[src/rtl/tetris_step_ctrl_pkg.sv]
// Shared definitions for the falling-block game-step sequencer.
// Holds the FSM state encoding, the one-hot board command payload, board
// constants, the default gravity divider and a saturating score increment.
package tetris_step_ctrl_pkg;

  localparam int unsigned GRID_W              = 12;
  localparam int unsigned GRID_H              = 12;
  localparam int unsigned GRAVITY_DIV_DEFAULT = 25_000_000;
  localparam int unsigned STATE_W             = 3;
  localparam int unsigned SCORE_W             = 16;

  typedef enum logic [STATE_W-1:0] {
    ST_IDLE      = 3'd0,
    ST_SPAWN     = 3'd1,
    ST_SPAWN_CHK = 3'd2,
    ST_FALL      = 3'd3,
    ST_LOCK      = 3'd4,
    ST_SCAN      = 3'd5,
    ST_CLR_WAIT  = 3'd6,
    ST_OVER      = 3'd7
  } step_state_e;

  // Board command payload; the sequencer sets at most one field per cycle.
  typedef struct packed {
    logic mv_left;
    logic mv_right;
    logic mv_down;
    logic lock;
    logic spawn;
    logic clear_all;
    logic clear_row;
  } step_cmd_t;

  // Score increment that sticks at all-ones.
  function automatic logic [SCORE_W-1:0] sat_inc(input logic [SCORE_W-1:0] v);
    return (v == '1) ? v : v + SCORE_W'(1);
  endfunction

endpackage

[src/rtl/step_gravity_timer.sv]
// Gravity step timer: free-running modulo-GRAVITY_DIV counter.
// Ports:
//   clk, resetn : clock and async active-low reset
//   clr         : force count to zero (wins over en)
//   en          : advance count this cycle, wrapping after GRAVITY_DIV-1
//   tick_c      : combinational, high while count == GRAVITY_DIV-1
module step_gravity_timer
  import tetris_step_ctrl_pkg::*;
#(
  parameter int unsigned GRAVITY_DIV = GRAVITY_DIV_DEFAULT
) (
  input  logic clk,
  input  logic resetn,
  input  logic clr,
  input  logic en,
  output logic tick_c
);

  localparam int unsigned CNT_W = $clog2(GRAVITY_DIV);
  localparam logic [CNT_W-1:0] CNT_LAST = CNT_W'(GRAVITY_DIV - 1);

  logic [CNT_W-1:0] count;

  assign tick_c = (count == CNT_LAST);

  // Counter: clear has priority, otherwise count and wrap on tick.
  always_ff @(posedge clk or negedge resetn) begin
    if (!resetn) begin
      count <= '0;
    end else if (clr) begin
      count <= '0;
    end else if (en) begin
      count <= tick_c ? '0 : count + CNT_W'(1);
    end
  end

endmodule

[src/rtl/tetris_step_ctrl.sv]
// Game-step sequencer for the falling-block board. Converts button edges and
// the gravity timer into single-cycle board commands and walks each piece
// through spawn, fall, lock, row-clear scan and respawn; tracks game over and
// the cleared-row score.
// Ports:
//   clk, resetn                      : clock, async active-low reset
//   btn_left/right/down/up           : synchronized button levels
//   left/right/down_bound, overlap   : datapath collision status
//   line_full                        : per-row full flags (row GRID_H-1 = bottom)
//   mv_left/right/down, lock, spawn,
//   clear_all, clear_row             : registered one-cycle board commands
//   clear_idx                        : row to delete while clear_row is high
//   game_over, score, state_o        : status and debug state
module tetris_step_ctrl #(
  parameter int unsigned GRID_H      = tetris_step_ctrl_pkg::GRID_H,
  parameter int unsigned GRAVITY_DIV = tetris_step_ctrl_pkg::GRAVITY_DIV_DEFAULT,
  parameter int unsigned ROW_W       = 4
) (
  input  logic              clk,
  input  logic              resetn,
  input  logic              btn_left,
  input  logic              btn_right,
  input  logic              btn_down,
  input  logic              btn_up,
  input  logic              left_bound,
  input  logic              right_bound,
  input  logic              down_bound,
  input  logic              overlap,
  input  logic [GRID_H-1:0] line_full,
  output logic              mv_left,
  output logic              mv_right,
  output logic              mv_down,
  output logic              lock,
  output logic              spawn,
  output logic              clear_all,
  output logic              clear_row,
  output logic [ROW_W-1:0]  clear_idx,
  output logic              game_over,
  output logic [15:0]       score,
  output logic [2:0]        state_o
);

  import tetris_step_ctrl_pkg::*;

  localparam logic [ROW_W-1:0] ROW_BOTTOM = ROW_W'(GRID_H - 1);

  step_state_e        state, state_next;
  step_cmd_t          cmd, cmd_next;
  logic [ROW_W-1:0]   clear_idx_next;
  logic               game_over_next;
  logic [SCORE_W-1:0] score_next;
  logic [ROW_W-1:0]   scan_row, scan_row_next;

  // Previous button levels, packed {up, down, left, right}.
  logic [3:0] btn_q;
  logic       up_edge, down_edge, left_edge, right_edge;

  logic tmr_clr, tmr_en, tick_c;

  assign up_edge    = btn_up    & ~btn_q[3];
  assign down_edge  = btn_down  & ~btn_q[2];
  assign left_edge  = btn_left  & ~btn_q[1];
  assign right_edge = btn_right & ~btn_q[0];

  step_gravity_timer #(
    .GRAVITY_DIV (GRAVITY_DIV)
  ) u_gravity (
    .clk    (clk),
    .resetn (resetn),
    .clr    (tmr_clr),
    .en     (tmr_en),
    .tick_c (tick_c)
  );

  // Next-state, next-command and bookkeeping decisions.
  always_comb begin
    state_next     = state;
    cmd_next       = '0;
    clear_idx_next = '0;
    scan_row_next  = scan_row;
    score_next     = score;
    tmr_clr        = 1'b0;
    tmr_en         = 1'b0;

    unique case (state)
      ST_IDLE: begin
        if (up_edge) begin
          cmd_next.clear_all = 1'b1;
          score_next         = '0;
          state_next         = ST_SPAWN;
        end
      end

      ST_SPAWN: begin
        cmd_next.spawn = 1'b1;
        state_next     = ST_SPAWN_CHK;
      end

      // The new piece is in place by now; a collision here ends the game.
      ST_SPAWN_CHK: begin
        if (overlap) begin
          state_next = ST_OVER;
        end else begin
          tmr_clr    = 1'b1;
          state_next = ST_FALL;
        end
      end

      // One command per cycle: gravity, then soft drop, then sideways moves.
      ST_FALL: begin
        tmr_en = 1'b1;
        if (tick_c) begin
          if (down_bound) state_next = ST_LOCK;
          else            cmd_next.mv_down = 1'b1;
        end else if (down_edge) begin
          if (down_bound) begin
            state_next = ST_LOCK;
          end else begin
            cmd_next.mv_down = 1'b1;
            tmr_clr          = 1'b1;
          end
        end else if (left_edge && right_edge) begin
          // Contradictory request: drop both.
        end else if (left_edge && !left_bound) begin
          cmd_next.mv_left = 1'b1;
        end else if (right_edge && !right_bound) begin
          cmd_next.mv_right = 1'b1;
        end
      end

      ST_LOCK: begin
        cmd_next.lock = 1'b1;
        scan_row_next = ROW_BOTTOM;
        state_next    = ST_SCAN;
      end

      // Bottom-up row scan; a cleared row is rescanned after CLR_WAIT because
      // the row above has dropped into it.
      ST_SCAN: begin
        if (line_full[scan_row]) begin
          cmd_next.clear_row = 1'b1;
          clear_idx_next     = scan_row;
          score_next         = sat_inc(score);
          state_next         = ST_CLR_WAIT;
        end else if (scan_row == '0) begin
          state_next = ST_SPAWN;
        end else begin
          scan_row_next = scan_row - ROW_W'(1);
        end
      end

      ST_CLR_WAIT: begin
        state_next = ST_SCAN;
      end

      ST_OVER: begin
        if (up_edge) begin
          cmd_next.clear_all = 1'b1;
          score_next         = '0;
          state_next         = ST_SPAWN;
        end
      end

      default: begin
        state_next = ST_IDLE;
      end
    endcase

    game_over_next = (state_next == ST_OVER);
  end

  // State, command and status registers.
  always_ff @(posedge clk or negedge resetn) begin
    if (!resetn) begin
      state     <= ST_IDLE;
      cmd       <= '0;
      clear_idx <= '0;
      game_over <= 1'b0;
      score     <= '0;
      scan_row  <= ROW_BOTTOM;
      btn_q     <= '0;
    end else begin
      state     <= state_next;
      cmd       <= cmd_next;
      clear_idx <= clear_idx_next;
      game_over <= game_over_next;
      score     <= score_next;
      scan_row  <= scan_row_next;
      btn_q     <= {btn_up, btn_down, btn_left, btn_right};
    end
  end

  assign mv_left   = cmd.mv_left;
  assign mv_right  = cmd.mv_right;
  assign mv_down   = cmd.mv_down;
  assign lock      = cmd.lock;
  assign spawn     = cmd.spawn;
  assign clear_all = cmd.clear_all;
  assign clear_row = cmd.clear_row;
  assign state_o   = state;

endmodule

[config.mk]
export PLATFORM = sky130hd
export DESIGN_NAME = tetris_step_ctrl
export DESIGN_NICKNAME = d
export VERILOG_FILES = /design/src/rtl/tetris_step_ctrl_pkg.sv /design/src/rtl/step_gravity_timer.sv /design/src/rtl/tetris_step_ctrl.sv
export SDC_FILE = /design/constraint.sdc
export NUM_CORES = 1
export LEC_CHECK = 0
export CORE_UTILIZATION = 45
export DETAILED_ROUTE_END_ITERATION = 7
export PLACE_DENSITY = 0.69
export RECOVER_POWER = 100
export SLEW_MARGIN = 20
export SYNTH_ARGS = -nofsm -noshare
export SYNTH_HDL_FRONTEND = slang
export SYNTH_SLANG_ARGS = --single-unit
[constraint.sdc]
create_clock -name clk -period 3.85 [get_ports clk]
set_clock_uncertainty 0.1 [all_clocks]
set_input_delay 0.77 -clock clk [delete_from_list [all_inputs] [get_ports clk]]
set_output_delay 0.77 -clock clk [all_outputs]
set_load 0.01 [all_outputs]
==> run_1/metal_density.png <==
Bar = 20 microns. 18 x 18 tiles, from white (low) to dark blue (high), scaled to the fullest tile. Values are wire area over tile area, all layers added.
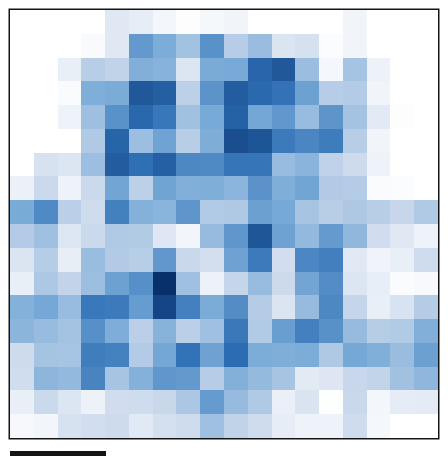
25% of the tiles are over half the peak. The fullest tile reaches 0.44. The mean over all tiles is 0.15. 14% of the tiles are nearly empty. The emptiest ninth of the die: north-east.

==> run_1/layer_met3.png <==
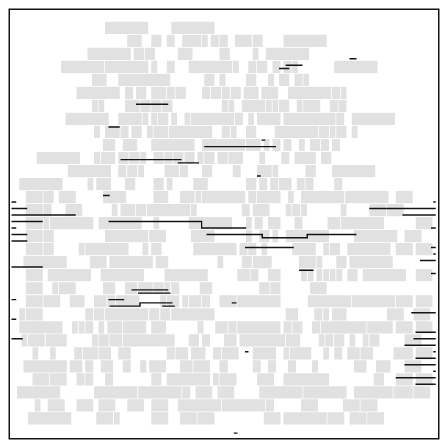
42 nets have wire on it. The layer holds 3.6% of the routed length.

==> results.yml, run 1 <==
# synthesis and place-and-route metrics
worst_setup_path:
  crit_path_end_kind: "flop"
  cp-startpoint: "btn_down"
  r2r_cells: 7
  cp_slowest_cell: "dlygate4sd3_1"
  worstPathCellList: "dlygate4sd3_1, nor2b_1, a21bo_2, a21oi_1, clkbuf_1, nand3_1, o22ai_1"
  critical_path_class: "input pin to flop"
  path_depth: 7
  arrival_ps: 3090
  r2r-end: "u_gravity.count[11]$_DFFE_PN0P_"
  startpoint_type: "input pin"
  path_max_fanout: 12
  critPathMaxStageDelay_ps: 550
  endpoint: "u_gravity.count[11]$_DFFE_PN0P_"
  path_buffers: 2
synth:
  topCellsByArea: "dfrtp_1, nand2_1, mux2i_1, a21oi_1, nand3_1"
  yosysWarnings: 0
  avgSynthCellArea_sq_um: 9.42
  edf_count: 0
  netlist_area_sq_um: 3440
  xor_area_frac: 0.0255
  yosys.area_share.simple: 0.277
  synth_seq_share: 0.467
  top_area_frac: 0.444
  synth_nets: 390
  netlist_logic_family_top: "simple AND/OR/NAND/NOR gates"
  ys_ff: 64
  yosys.cell_count.top_type: "dfrtp_1"
  yosys-stat-area_sq_um: 3440
  yosys-stat-cells: 365
  top_area_cell: "dfrtp_1"
  synthCells: 365
  yosys.area_share.aoi: 0.110
  ys_sh_adder: 0.0109
global_routing:
  antenna_found_initial: 0
  busiest_layer: "met2"
  grt_use_met1: 0.276
  grt_pass1_vias: 2681
  grt_max_degree: 44
  grt_use_met3: 0.0332
  gr-usage-all-layers: 0.200
  met2_usage: 0.308
job:
  drv_cap: 0
  warnings: 26
layout:
  layout_top_cell: "dfrtp_1"
  nets: 440
  num-nonclk-buffers: 57
  comb_cells: 264
  comb_area_frac: 0.389
  area_growth_syn_to_layout_pct: 23.0
  design.seq.count: 64
  layout_top_cells: "dfrtp_1, nand2_1, dlygate4sd3_1"
  clkbuf_count: 9
  largest_class: "logic gates"
  reg_top3: "u_gravity.count: 25 flops, score: 16 flops"
  max_flop_register: "u_gravity.count"
  n_all_inverters: 19
  seq_area_sq_um: 1610
pwr:
  irDropWorstVdd_v: 0.000318
  p_leak_uw: 0.00178
  p_int_uw: 1670
  power.density_nw_per_um2: 638
  p_clk_frac: 0.264
  switching_share: 0.381
timing:
  period_minus_slack_ps: 2950
  fmax_ghz: 0.339
  hold_violations: 0
  finalSetupViolations: 0
  rsz0062_at_grt: "false"
clocking:
  cts_buffer_depth: 2
  cts_tree: "built"
  clk_pin_slew_ps: 70
  cts.sinks: 64
  cts_resized: 0
  cts_made_buffers: 9
floorplan:
  die_w_microns: 89.4
  num_rows: 31
  taps: 99
  fp-utilization: 0.469
  chipArea_sq_um: 7990
detailed_routing:
  drc_errors: 0
  dr_wl_met3_microns: 263
  ant_nets: 0
  first_pass_iters: 4
  wirelength_microns: 7410
  viasPerCell: 5.61
  top_layer_used: "met4"
  wl_met1_microns: 3640
  met2_length_microns: 3370
placement:
  dp_hpwl_microns: 4990
  place_congestion: 0.788
  place_ws_ps: 874
  io_buffers: 52
hold_path:
  hold_path.startpoint: "btn_q[1]$_DFF_PN0_"
outcome:
  status: "completed"
==> run_1/clk_routes.png <==
Bar = 20 microns.
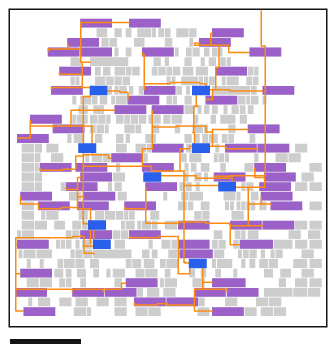
Key: purple = flip-flops [count 64]; blue = clock drivers [count 9]; orange = clock wires [length 884 microns]
Position of the flops: widely spread.

==> run 1: metrics by stage <==
stage | hold slack (ps) | cells | instance area, sq um | total power [uW] | utilization
2_1_floorplan | 364 | 365 | 3440 | 1710 | -
5_1_grt | 429 | 519 | 4230 | 2870 | 0.577
3_3_place_gp | 386 | 503 | 4010 | 2030 | 0.547
4_1_cts | 276 | 519 | 4250 | 2770 | 0.580
6_report | 398 | 519 | 4230 | 2700 | 0.577
3_5_place_dp | 396 | 503 | 4010 | 2050 | 0.547
==> run 1: power groups by stage <==
| stage | combinational (uW) | sequential (uW) | clock [uW] |
|---|---|---|---|
| finish | 927 | 1060 | 713 |
| global route | 1030 | 1090 | 749 |
| CTS | 990 | 1060 | 721 |
| detailed placement | 984 | 1070 | 0 |
| global placement | 963 | 1070 | 0 |
| floorplan | 683 | 1030 | 0 |
==> run_1/clocks.png <==
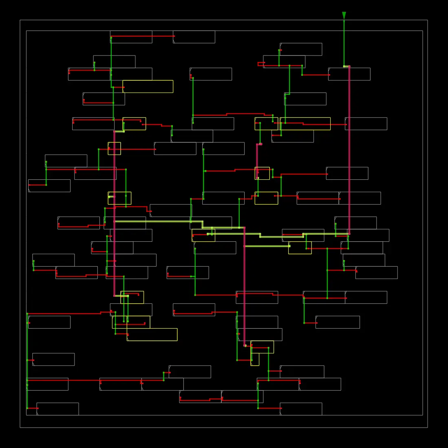

==> inputs of run 2 (changes only) <==
Settings changed: PLACE_DENSITY 0.69 to 0.71.
Clock period 3.85 ns to 2.7 ns, I/O delays scaled along.
==> run_2/clocks.png <==
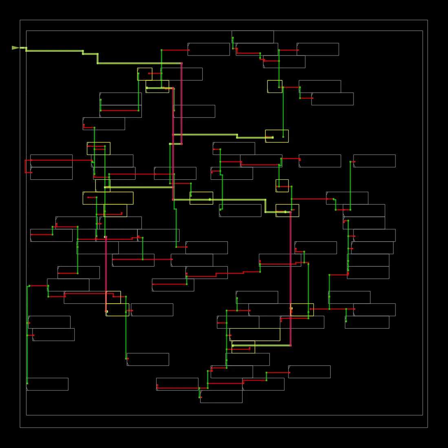
number of clock buffers in the layout: 9
Seq cells: 64
TritonCTS sink count: 64

==> run_2/layer_met3.png <==
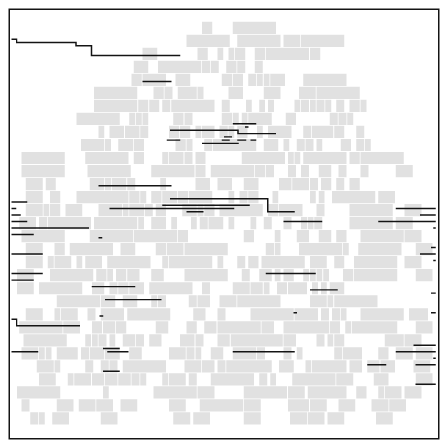
The longest straight run is 25.8 microns. The wires run mostly horizontal. The layer holds 4.9% of the routed length. The layer carries 363 microns of wire. 43 nets have wire on it.

==> run 2 against run 1 <==
  * The flow now finishes with violations (max-capacitance violations, max-slew violations)
  * Critical path depth is 1 lower
  * Count of clock-buffer cells in the layout stayed put
  * Largest power group unchanged
  * Die area stayed put
  * Highest routed layer unchanged
  * Critical path type is now flop to flop
  * Area after synthesis stayed put
  * Register-to-register slack worse by 860 ps
==> results.yml, run 2 <==
# synthesis and place-and-route metrics
global_routing:
  grt_max_degree: 65
  grt-ovfl-total: 0
  busiest_layer: "met2"
  gr-usage-all-layers: 0.206
  grt_use_met3: 0.0480
  grt_pass1_vias: 2693
  antenna_found_initial: 0
  grt_use_met1: 0.279
  met2_usage: 0.323
job:
  drv_cap: 1
  warnings: 26
pwr:
  p_int_uw: 2360
  p_leak_uw: 0.00180
  switching_share: 0.386
  finalPower_uw: 3850
  seqPwrFrac: 0.390
  irDropWorstVdd_v: 0.000488
  power.switching_uw: 1490
  p_clk_frac: 0.242
  power.density_nw_per_um2: 903
worst_setup_path:
  cp-startpoint: "scan_row[0]$_DFFE_PN1P_"
  endpoint: "state_o[2]$_DFF_PN0_"
  arrival_ps: 2640
  critPathMaxStageDelay_ps: 740
  startpoint_type: "flop"
  r2r-start: "scan_row[0]$_DFFE_PN1P_"
  cp.required_ps: 2840
  worstPathCellList: "mux4_2, nand2b_1, a21boi_2, buf_12, nor2_1, or3_1"
  path_max_fanout: 32
  regToRegSetupSlack_ps: 190
  cp_slowest_cell: "dfstp_1"
  critPathTopFamily: "flip-flops"
  path_buffers: 1
  crit_path_end_kind: "flop"
  r2r_cells: 6
  path_depth: 6
  critical_path_class: "flop to flop"
  r2r-end: "state_o[2]$_DFF_PN0_"
synth:
  yosys-stat-area_sq_um: 3440
  ys_sh_adder: 0.0109
  yosys.area_share.aoi: 0.110
  top_area_cell: "dfrtp_1"
  topCellsByArea: "dfrtp_1, nand2_1, mux2i_1, a21oi_1, nand3_1"
  netlist_area_sq_um: 3440
  xor_area_frac: 0.0255
  synth_nets: 390
  ys_types: 52
  netlist_logic_family_top: "simple AND/OR/NAND/NOR gates"
  ff_type: "dfrtp_1"
  edf_count: 0
  top_area_frac: 0.444
  ys_ff: 64
  synth_seq_share: 0.467
  synthCells: 365
  yosys.cell_count.top_type: "dfrtp_1"
  yosysWarnings: 0
  yosys.area_share.simple: 0.277
  avgSynthCellArea_sq_um: 9.42
  yosys-stat-cells: 365
floorplan:
  chipArea_sq_um: 7990
  core_sq_um: 7330
  num_rows: 31
  fp-utilization: 0.469
  die_h_microns: 89.4
  io_pins: 53
  die_w_microns: 89.4
detailed_routing:
  met2_length_microns: 3500
  drtIter0Drc: 164
  wl_per_cell_microns: 14.0
  wirelength_microns: 7350
  first_pass_iters: 4
  wl_met1_microns: 3400
  viasPerCell: 5.63
  drc_errors: 0
  dr_wl_met3_microns: 363
  top_layer_used: "met4"
  ant_nets: 0
timing:
  relSlewSlack: -0.0245
  rsz0062_at_grt: "false"
  final.setup.tns_ps: 0
  fmax_ghz: 0.399
  hold_violations: 0
  finalSetupViolations: 0
  period_minus_slack_ps: 2510
  post-route-period-util: 0.928
  final-max-slew-violation-count: 65
layout:
  layout_top_cells: "dfrtp_1, nand2_1, dlygate4sd3_1"
  largest_reg_flops: 25
  drive_above_1_share: 0.0845
  layout_top_cell: "dfrtp_1"
  reg_top3: "u_gravity.count: 25 flops, score: 16 flops"
  max_flop_register: "u_gravity.count"
  fin_util: 0.581
  nets: 446
  seq_area_sq_um: 1610
  design_area_sq_um: 4260
  fill_cells: 643
  area_growth_syn_to_layout_pct: 24.0
hold_path:
  whs_endpoint: "mv_left$_DFF_PN0_"
  hp-class: "flop to flop"
  hold_path.startpoint: "btn_q[1]$_DFF_PN0_"
clocking:
  cts_resized: 0
  cts_made_buffers: 9
  cts_buffer_depth: 2
  cts_tree: "built"
  clk_latency_ps: 350
  clk_pin_slew_ps: 80
  cts_root_buf: "clkbuf_8"
outcome:
  status: "finished with violations"
  violations: "max-capacitance violations, max-slew violations"
placement:
  postPlaceCellArea_sq_um: 4080
  dp_hpwl_microns: 5050
  io_buffers: 52
  place_congestion: 0.776
  place_ws_ps: 92.5
[run 2: cell counts after synthesis]
Identical to the previous run, type by type.
[run 2: area by class of cell]
cell class,count,share of cell area
Clock inverter,7,0.0241
Inverter,19,0.0167
Clock buffer,9,0.0291
Multi-Input combinational cell,264,0.386
Sequential cell,64,0.377
Tap cell,99,0.0291
Timing Repair Buffer,63,0.138
[run 2: per-stage QoR]
step	cells	hold WS, ps
final	525	395
after detailed placement	509	394
after CTS	525	101
after floorplan	365	144
after global routing	525	435
after global placement	509	389
[run 2: power by group through the flow]
stage | Combinational [uW] | Clock (uW) | Sequential (uW)
after global routing | 1580 | 996 | 1550
after detailed placement | 1520 | 0 | 1520
after CTS | 1520 | 955 | 1510
after global placement | 1470 | 0 | 1510
after floorplan | 974 | 0 | 1460
final | 1420 | 932 | 1500
==> inputs of run 3 (changes only) <==
Settings changed: CAP_MARGIN set to 10, GPL_ROUTABILITY_DRIVEN set to 0.
==> run_3/clocks.png <==
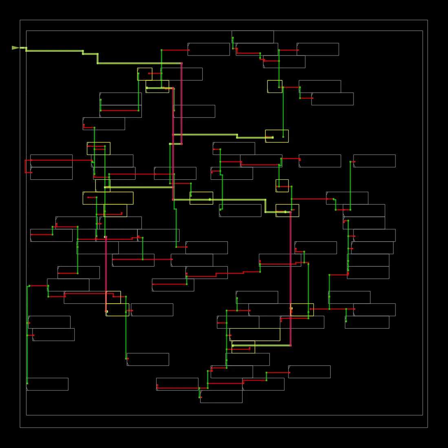
Latency at later pin: 350 ps
CTS buffer count: 9
clock group power: 932 uW

==> run_3/clk_routes.png <==
Bar = 20 microns.
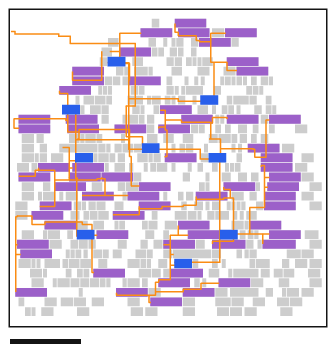
Key: orange = clock wires [length 819 microns]; blue = clock drivers [count 9]; purple = flip-flops [count 64]
There are 10 routed clock nets. Position of the flops: widely spread.

==> run 3 against run 2 <==
  * The run still ends with max-capacitance violations, max-slew violations left
  * Sequential cell count unchanged
  * Area after synthesis stayed put
  * Routed wire length unchanged
  * Non-clock buffer count unchanged
  * Global-route usage is the same
  * Critical endpoint unchanged
  * Die area is the same
  * Largest power group unchanged
==> results.yml, run 3 <==
# synthesis and place-and-route metrics
outcome:
  status: "finished with violations"
  violations: "max-capacitance violations, max-slew violations"
worst_setup_path:
  path_max_fanout: 32
  regToRegSetupSlack_ps: 190
  r2r-start: "scan_row[0]$_DFFE_PN1P_"
  cp-startpoint: "scan_row[0]$_DFFE_PN1P_"
  startpoint_type: "flop"
  cp.required_ps: 2840
  path_depth: 6
  r2r-end: "state_o[2]$_DFF_PN0_"
  r2r_cells: 6
  path_buffers: 1
  critPathTopFamily: "flip-flops"
  critPathMaxStageDelay_ps: 740
  cp_slowest_cell: "dfstp_1"
  crit_path_end_kind: "flop"
  critical_path_class: "flop to flop"
  arrival_ps: 2640
synth:
  ys_types: 52
  avgSynthCellArea_sq_um: 9.42
  topCellsByArea: "dfrtp_1, nand2_1, mux2i_1, a21oi_1, nand3_1"
  yosys-stat-cells: 365
  yosys.area_share.simple: 0.277
  synthCells: 365
  netlist_logic_family_top: "simple AND/OR/NAND/NOR gates"
  netlist_area_sq_um: 3440
  ff_type: "dfrtp_1"
  yosys.cell_count.top_type: "dfrtp_1"
  yosys.area_share.aoi: 0.110
  ys_sh_adder: 0.0109
  edf_count: 0
  ys_ff: 64
  yosys-stat-area_sq_um: 3440
  yosysWarnings: 0
detailed_routing:
  viasPerCell: 5.63
  wl_met1_microns: 3400
  ant_nets: 0
  met2_length_microns: 3500
  first_pass_iters: 4
  wirelength_microns: 7350
  wl_per_cell_microns: 14.0
  drtIter0Drc: 164
floorplan:
  core_sq_um: 7330
  die_w_microns: 89.4
  die_h_microns: 89.4
  num_rows: 31
  chipArea_sq_um: 7990
  fp-utilization: 0.469
layout:
  drive_above_1_share: 0.0845
  fill_cells: 643
  reg_top3: "u_gravity.count: 25 flops, score: 16 flops"
  layout_top_cell: "dfrtp_1"
  stdcell_count: 525
  layout_top_cells: "dfrtp_1, nand2_1, dlygate4sd3_1"
  nets: 446
  max_flop_register: "u_gravity.count"
  design_area_sq_um: 4260
  largest_reg_flops: 25
timing:
  finalSetupViolations: 0
  relSlewSlack: -0.0245
  final-max-slew-violation-count: 65
  post-route-period-util: 0.928
  hold_violations: 0
  fmax_ghz: 0.399
  hold_ws_ps: 395
  rsz0062_at_grt: "false"
  period_minus_slack_ps: 2510
  tightestPinTransition_ps: 1540
hold_path:
  whs_endpoint: "mv_left$_DFF_PN0_"
  hp-class: "flop to flop"
  hold_path.startpoint: "btn_q[1]$_DFF_PN0_"
job:
  drv_cap: 1
  warnings: 26
placement:
  io_buffers: 52
  place_ws_ps: 92.5
  dp_hpwl_microns: 5050
  postPlaceCellArea_sq_um: 4080
  dpl.cell_count: 509
global_routing:
  grt-ovfl-total: 0
  antenna_found_initial: 0
  gr-usage-all-layers: 0.206
  grt_use_met1: 0.279
  grt_use_met3: 0.0480
  busiest_layer: "met2"
  grt_pass1_vias: 2693
clocking:
  cts.sinks: 64
  cts_root_buf: "clkbuf_8"
  cts_tree: "built"
  clk_pin_slew_ps: 80
  cts_resized: 0
pwr:
  finalPower_uw: 3850
  irDropWorstVdd_v: 0.000488
  power.density_nw_per_um2: 903
  p_leak_uw: 0.00180
-- run 3: cell counts in the layout (fill, tap and decap cells not counted) --
No cell type changed its count.
-- run 3: logic make-up after synthesis --
| group | count (synthesis) |
|---|---|
| and+or+nand+nor | 174 |
| DFF | 64 |
| AOI/OAI and AO/OA | 59 |
| buffers and inverters | 37 |
| muxes | 18 |
| xor gates and xnor gates | 10 |
| adders and majority gates | 3 |
-- run 3: layout make-up --
class                   instances  area, sq um  share of cell area
multi-input cells             264         1640               0.386
clock buffers                   9          124              0.0291
flip-flops and latches         64         1610               0.377
repair buffers                 63          589               0.138
inverters                      19         71.3              0.0167
clock inverters                 7          103              0.0241
well taps                      99          124              0.0291
-- run 3: power breakdown --
group          switching [uW]  internal, uW  leakage [uW]
clock network             403           529      0.000110
registers                 310          1190      0.000839
logic                     773           643      0.000847
Power figures rest on the tool's default switching activity, not on a simulated workload.
